## config.mk

```make
export PLATFORM = sky130hd
export DESIGN_NAME = fifo_drain
export DESIGN_NICKNAME = d
export VERILOG_FILES = /design/src/rtl/fifo_drain_pkg.sv /design/src/rtl/fifo_drain_buf2.sv /design/src/rtl/fifo_drain.sv
export SDC_FILE = /design/constraint.sdc
export NUM_CORES = 1
export LEC_CHECK = 0
export ABC_AREA = 1
export CAP_MARGIN = 20
export CORE_MARGIN = 2
export CORE_UTILIZATION = 39
export DETAILED_ROUTE_END_ITERATION = 8
export GPL_TIMING_DRIVEN = 0
export PLACE_DENSITY_LB_ADDON = 0.15
export SETUP_SLACK_MARGIN = 0.1
export SYNTH_ARGS = -nofsm -noshare
export SYNTH_HDL_FRONTEND = slang
export SYNTH_SLANG_ARGS = --single-unit
```

## constraint.sdc

```tcl
create_clock -name rclk -period 4.7 [get_ports rclk]
set_input_delay 0.705 -clock rclk [delete_from_list [all_inputs] [get_ports rclk]]
set_output_delay 0.705 -clock rclk [all_outputs]
set_load 0.005 [all_outputs]
```

## src/rtl/fifo_drain_pkg.sv

```systemverilog
// fifo_drain_pkg: shared FSM encodings and buffer depth for the FIFO read engine
package fifo_drain_pkg;
  typedef enum logic [1:0] {
    ST_IDLE = 2'd0,
    ST_REQ  = 2'd1,
    ST_WAIT = 2'd2
  } state_t;
  localparam int BUF_DEPTH = 2;
endpackage

```

## src/rtl/fifo_drain_buf2.sv

```systemverilog
// stream_buf2: 2-entry circular valid/ready buffer with push, pop and flush
module stream_buf2
  import fifo_drain_pkg::*;
#(
  parameter int W = 9
) (
  input  logic         clk,
  input  logic         rst,
  input  logic         push,
  input  logic [W-1:0] push_data,
  input  logic         pop,
  input  logic         flush,
  output logic [W-1:0] head,
  output logic         valid,
  output logic [1:0]   occ
);
  logic [W-1:0] mem_q [BUF_DEPTH];
  logic [W-1:0] mem_d [BUF_DEPTH];
  logic         wr_q, wr_d, rd_q, rd_d, do_push, do_pop;
  logic [1:0]   cnt_q, cnt_d;
  // Next pointers/occupancy; flush wins over any push or pop in the same cycle
  always_comb begin
    do_pop  = pop && (cnt_q != 2'd0);
    do_push = push && ((cnt_q != 2'(BUF_DEPTH)) || do_pop);
    mem_d   = mem_q;
    if (do_push) mem_d[wr_q] = push_data;
    wr_d  = flush ? 1'b0 : wr_q ^ do_push;
    rd_d  = flush ? 1'b0 : rd_q ^ do_pop;
    cnt_d = flush ? 2'd0 : cnt_q + 2'(do_push) - 2'(do_pop);
  end
  // Storage and pointer registers
  always_ff @(posedge clk or posedge rst) begin
    if (rst) begin
      mem_q <= '{default: '0};
      wr_q  <= 1'b0;
      rd_q  <= 1'b0;
      cnt_q <= 2'd0;
    end else begin
      mem_q <= mem_d;
      wr_q  <= wr_d;
      rd_q  <= rd_d;
      cnt_q <= cnt_d;
    end
  end
  assign head  = mem_q[rd_q];
  assign valid = cnt_q != 2'd0;
  assign occ   = cnt_q;
endmodule

```

## src/rtl/fifo_drain.sv

```systemverilog
// fifo_drain: read-side engine turning FIFO read/ack handshakes into a packetised stream
module fifo_drain
  import fifo_drain_pkg::*;
#(
  parameter int DATA_WIDTH  = 8,
  parameter int PKT_LEN     = 16,
  parameter int CNT_WIDTH   = 16,
  parameter int ACK_TIMEOUT = 4
) (
  input  logic                  rclk,
  input  logic                  rrst,
  input  logic                  fifo_fempty,
  output logic                  fifo_rd,
  input  logic [DATA_WIDTH-1:0] fifo_q,
  input  logic                  fifo_rack,
  output logic [DATA_WIDTH-1:0] m_data,
  output logic                  m_valid,
  output logic                  m_last,
  input  logic                  m_ready,
  input  logic                  flush,
  output logic                  busy,
  output logic                  rack_err,
  output logic [CNT_WIDTH-1:0]  word_cnt
);
  localparam int TW = $clog2(ACK_TIMEOUT + 1);
  localparam int IW = (PKT_LEN > 1) ? $clog2(PKT_LEN) : 1;
  state_t               state_q, state_d;
  logic [TW-1:0]        tmr_q, tmr_d;
  logic [IW-1:0]        idx_q, idx_d;
  logic [CNT_WIDTH-1:0] cnt_q, cnt_d;
  logic                 err_q, err_d, drop_q, drop_d;
  logic                 outstanding, credit, timeout, keep, is_last;
  logic [1:0]           occ;
  logic [DATA_WIDTH:0]  head;
  assign outstanding = state_q != ST_IDLE;
  assign credit      = (3'(occ) + 3'(outstanding)) < 3'(BUF_DEPTH);
  assign timeout     = (state_q == ST_WAIT) && !fifo_rack && (tmr_q == TW'(ACK_TIMEOUT - 1));
  assign keep        = (state_q == ST_WAIT) && fifo_rack && !drop_q && !flush;
  assign is_last     = idx_q == IW'(PKT_LEN - 1);
  // Read FSM, ack timer, packet position, drop marker for reads straddling a flush
  always_comb begin
    state_d = state_q;
    tmr_d   = tmr_q;
    drop_d  = drop_q | (flush & outstanding);
    err_d   = err_q | timeout;
    idx_d   = flush ? '0 : keep ? (is_last ? '0 : idx_q + IW'(1)) : idx_q;
    cnt_d   = cnt_q + CNT_WIDTH'(m_valid & m_ready);
    case (state_q)
      ST_IDLE: state_d = (!fifo_fempty && credit && !flush) ? ST_REQ : ST_IDLE;
      ST_REQ: begin
        state_d = ST_WAIT;
        tmr_d   = '0;
      end
      ST_WAIT: begin
        state_d = (fifo_rack || timeout) ? ST_IDLE : ST_WAIT;
        tmr_d   = tmr_q + TW'(1);
        drop_d  = (fifo_rack || timeout) ? 1'b0 : drop_d;
      end
      default: state_d = ST_IDLE;
    endcase
  end
  // Control registers
  always_ff @(posedge rclk or posedge rrst) begin
    if (rrst) begin
      state_q <= ST_IDLE;
      tmr_q   <= '0;
      idx_q   <= '0;
      cnt_q   <= '0;
      err_q   <= 1'b0;
      drop_q  <= 1'b0;
    end else begin
      state_q <= state_d;
      tmr_q   <= tmr_d;
      idx_q   <= idx_d;
      cnt_q   <= cnt_d;
      err_q   <= err_d;
      drop_q  <= drop_d;
    end
  end
  stream_buf2 #(.W(DATA_WIDTH + 1)) u_buf (
    .clk       (rclk),
    .rst       (rrst),
    .push      (keep),
    .push_data ({is_last, fifo_q}),
    .pop       (m_ready),
    .flush     (flush),
    .head      (head),
    .valid     (m_valid),
    .occ       (occ)
  );
  assign fifo_rd  = state_q == ST_REQ;
  assign m_data   = head[DATA_WIDTH-1:0];
  assign m_last   = head[DATA_WIDTH];
  assign busy     = outstanding | m_valid;
  assign rack_err = err_q;
  assign word_cnt = cnt_q;
endmodule

```

Placed cells, one colour a class:
Bar = 20 um. Fill, decap, tap and diode cells in grey.
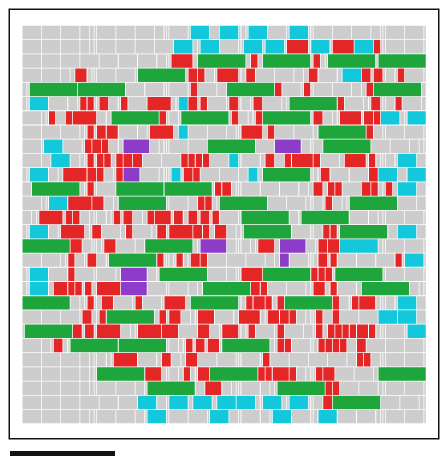
remaining buffers and delay cells: marked cyan, cells 48, share of their area 16%. clock drivers and dummy loads: marked purple, cells 8, share of their area 3.3%. sequential cells: marked green, cells 49, share of their area 42%. remaining logic cells: marked red, cells 206, share of their area 38%.
Core Rows: 28
Final Cell Area: 2990 um^2
flop share of the area: 0.410
final core utilization: 0.509

Signal wires on met1:
Supply wires on this layer in grey.
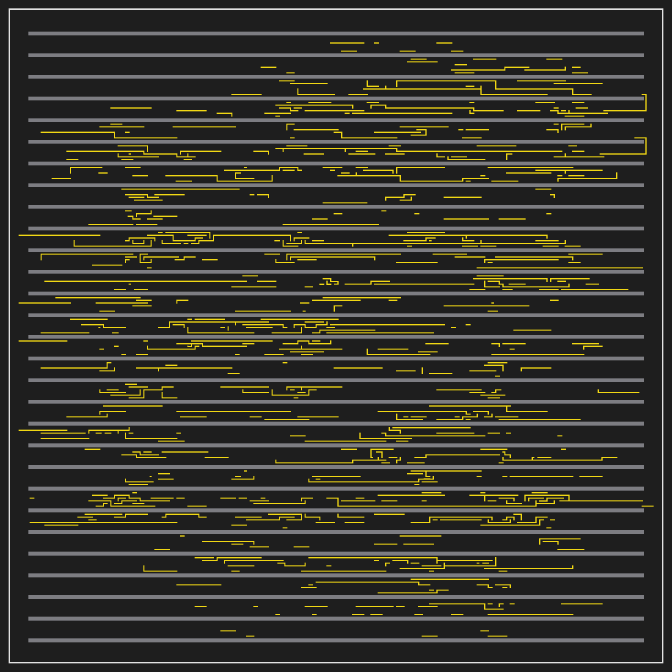
The longest straight run is 32.7 um. 295 nets have wire on it. The wires run mostly horizontal. The layer carries 2250 um of wire. The layer holds 49% of the routed length.
final WL: 4560 um
detailed-route via count: 1806
GR Layer Usage met1: 0.208

Wire density map:
The die is cut into 16 by 16 equal tiles; black is low, pale yellow is high, scaled to the fullest tile. Values are wire area over tile area, all layers added.
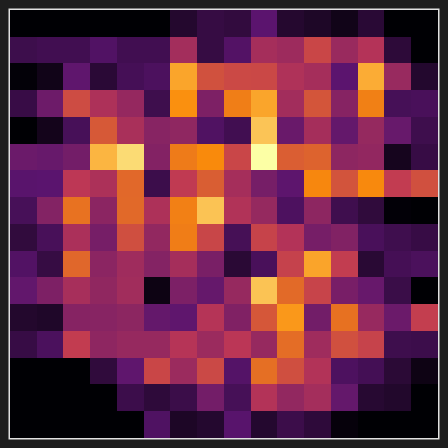
The mean over all tiles is 0.11. The fullest tile reaches 0.33. The emptiest ninth of the die: south-west. 22% of the tiles are over half the peak.
Total GRT Usage: 0.156
WL/cell: 11.8 um

Cell outlines without signal wires:
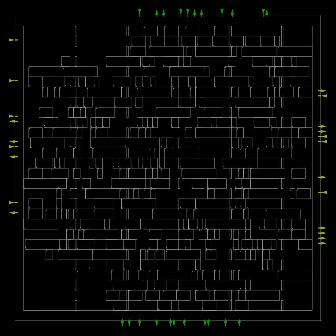
Layout Cells excl Fill: 386
core area: 5890 um^2
fillcell total: 576

Signal wires by layer:
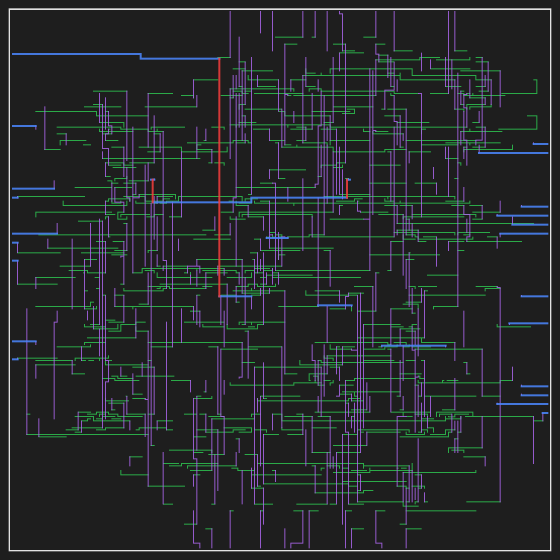
M1: marked green, wire length 2250 um. M3: marked blue, wire length 170 um. M2: marked purple, wire length 2090 um. M4: marked red, wire length 42.2 um.

synthesized netlist by cell type:
| cell | number |
|---|---|
| a31oi_1 | 1 |
| o21ai_0 | 19 |
| nor2_2 | 6 |
| buf_2 | 5 |
| nand2_1 | 62 |
| dfrtp_1 | 49 |
| nand4_1 | 5 |
| nand2_2 | 2 |
| xor2_1 | 6 |
| inv_1 | 34 |
| and2_1 | 1 |
| ha_1 | 12 |
| nor4_1 | 1 |
| a21oi_1 | 7 |
| o21ai_1 | 7 |
| o21bai_1 | 1 |
| nand3_1 | 12 |
| o22ai_1 | 2 |
| nor2_1 | 14 |
| nor2_4 | 2 |
| mux2_2 | 8 |
| nand2_4 | 1 |
| xnor2_1 | 3 |
per-layer routing:
layer,wire length (um),track usage
met5,0,0
met4,42,0.0600
met3,169,0.0308
met2,2090,0.250
met1,2250,0.208
==> results.sh <==
# implementation run metrics
export IMPL_cts_root_buffer="clkbuf_8"
export IMPL_gp_congestion=0.736
export IMPL_die_w_um=81.8
export IMPL_holdWs_ps=485
export IMPL_grt_overflow=0
export IMPL_ir_drop_uv=144
export IMPL_startpoint_type="flip-flop"
export IMPL_finalHoldViolCount=0
export IMPL_powerComb_uw=242
export IMPL_rsz0062_at_grt="false"
export IMPL_synth_largest_area_cell="dfrtp_1"
export IMPL_final_clk_cell_share=0.0322
export IMPL_crit_arrival_ps=1740
export IMPL_first_pass_iters=4
export IMPL_cp_num_cells=5
export IMPL_final_cell_mix="62 x nand2_1, 49 x dfrtp_1, 42 x clkdlybuf4s50_1"
export IMPL_setup_viol=0
export IMPL_holdPathStages=1
export IMPL_buf_share=0.156
export IMPL_rr_worst_depth=9
export IMPL_top_cells_by_area="dfrtp_1 52%, nand2_1 9.9%, ha_1 6.4%"
export IMPL_swShare=0.269
export IMPL_grt_max_degree=34
export IMPL_syn_cell_area_um2=2360
export IMPL_clock_sinks=49
export IMPL_crit_start="u_buf.rd_q"
export IMPL_ant_nets=0
export IMPL_logic_area_um2=983
export IMPL_drcViolationCount=0
export IMPL_max_freq_mhz=409
export IMPL_regArea_um2=1230
export IMPL_syn_area_per_cell_um2=9.09
export IMPL_syn_nets=286
export IMPL_r2r_slack_ps=2330
export IMPL_ys_sh_xor=0.0334
export IMPL_largest_class="registers"
export IMPL_pwr_share_clk=0.256
export IMPL_end_kind="output port"
export IMPL_compound_area_frac=0.0810
export IMPL_top_register="u_buf.mem_q"
export IMPL_drive_gt1_frac=0.109
export IMPL_final_max_slew_viol_count=0
export IMPL_cts_resized=0
export IMPL_post_cts_buffers=0
export IMPL_p_total_mw=1.02
export IMPL_place_ws_ps=1920
export IMPL_setup_ws_ps=2260
export IMPL_setup_tns_ps=0
export IMPL_worstSetupEndpoint="m_data[5]"
export IMPL_grt_pass1_wl_um=7910
export IMPL_p_per_area_nw_per_um2=341
export IMPL_status="complete, no violations"
export IMPL_ys_seq_share=0.519
export IMPL_warnings=30
export IMPL_place_inst=378
export IMPL_synthCells=260
export IMPL_synth_comb_largest_family="simple AND/OR/NAND/NOR gates"
export IMPL_max_clock_path_buffers=2
export IMPL_clk_pin_slew_ps=80
export IMPL_worst_clock_skew_ps=13.2
export IMPL_p_seq_uw=516
export IMPL_tapCellCount=75
export IMPL_nMultiInputCombCells=172
export IMPL_lay_top_count="nand2_1"
export IMPL_hold_path_startpoint="rack_err"
export IMPL_critical_path_class="flip-flop to output port"
export IMPL_comb_area_share=0.329
export IMPL_clock_latency_ps=300
export IMPL_n_all_buffers=48
export IMPL_areaGrowthSynthToFinish_pct=26.7
export IMPL_grt_pass1_vias=1784
export IMPL_fp_utilization=0.401
export IMPL_num_nets_final=336
export IMPL_yosysWarningCount=0
export IMPL_ff_count=49
export IMPL_dp_hpwl_um=3300
export IMPL_die_h_um=81.8
export IMPL_cts_inserted_buffers=5
export IMPL_dieArea_um2=6700
export IMPL_min_period_over_period=0.520
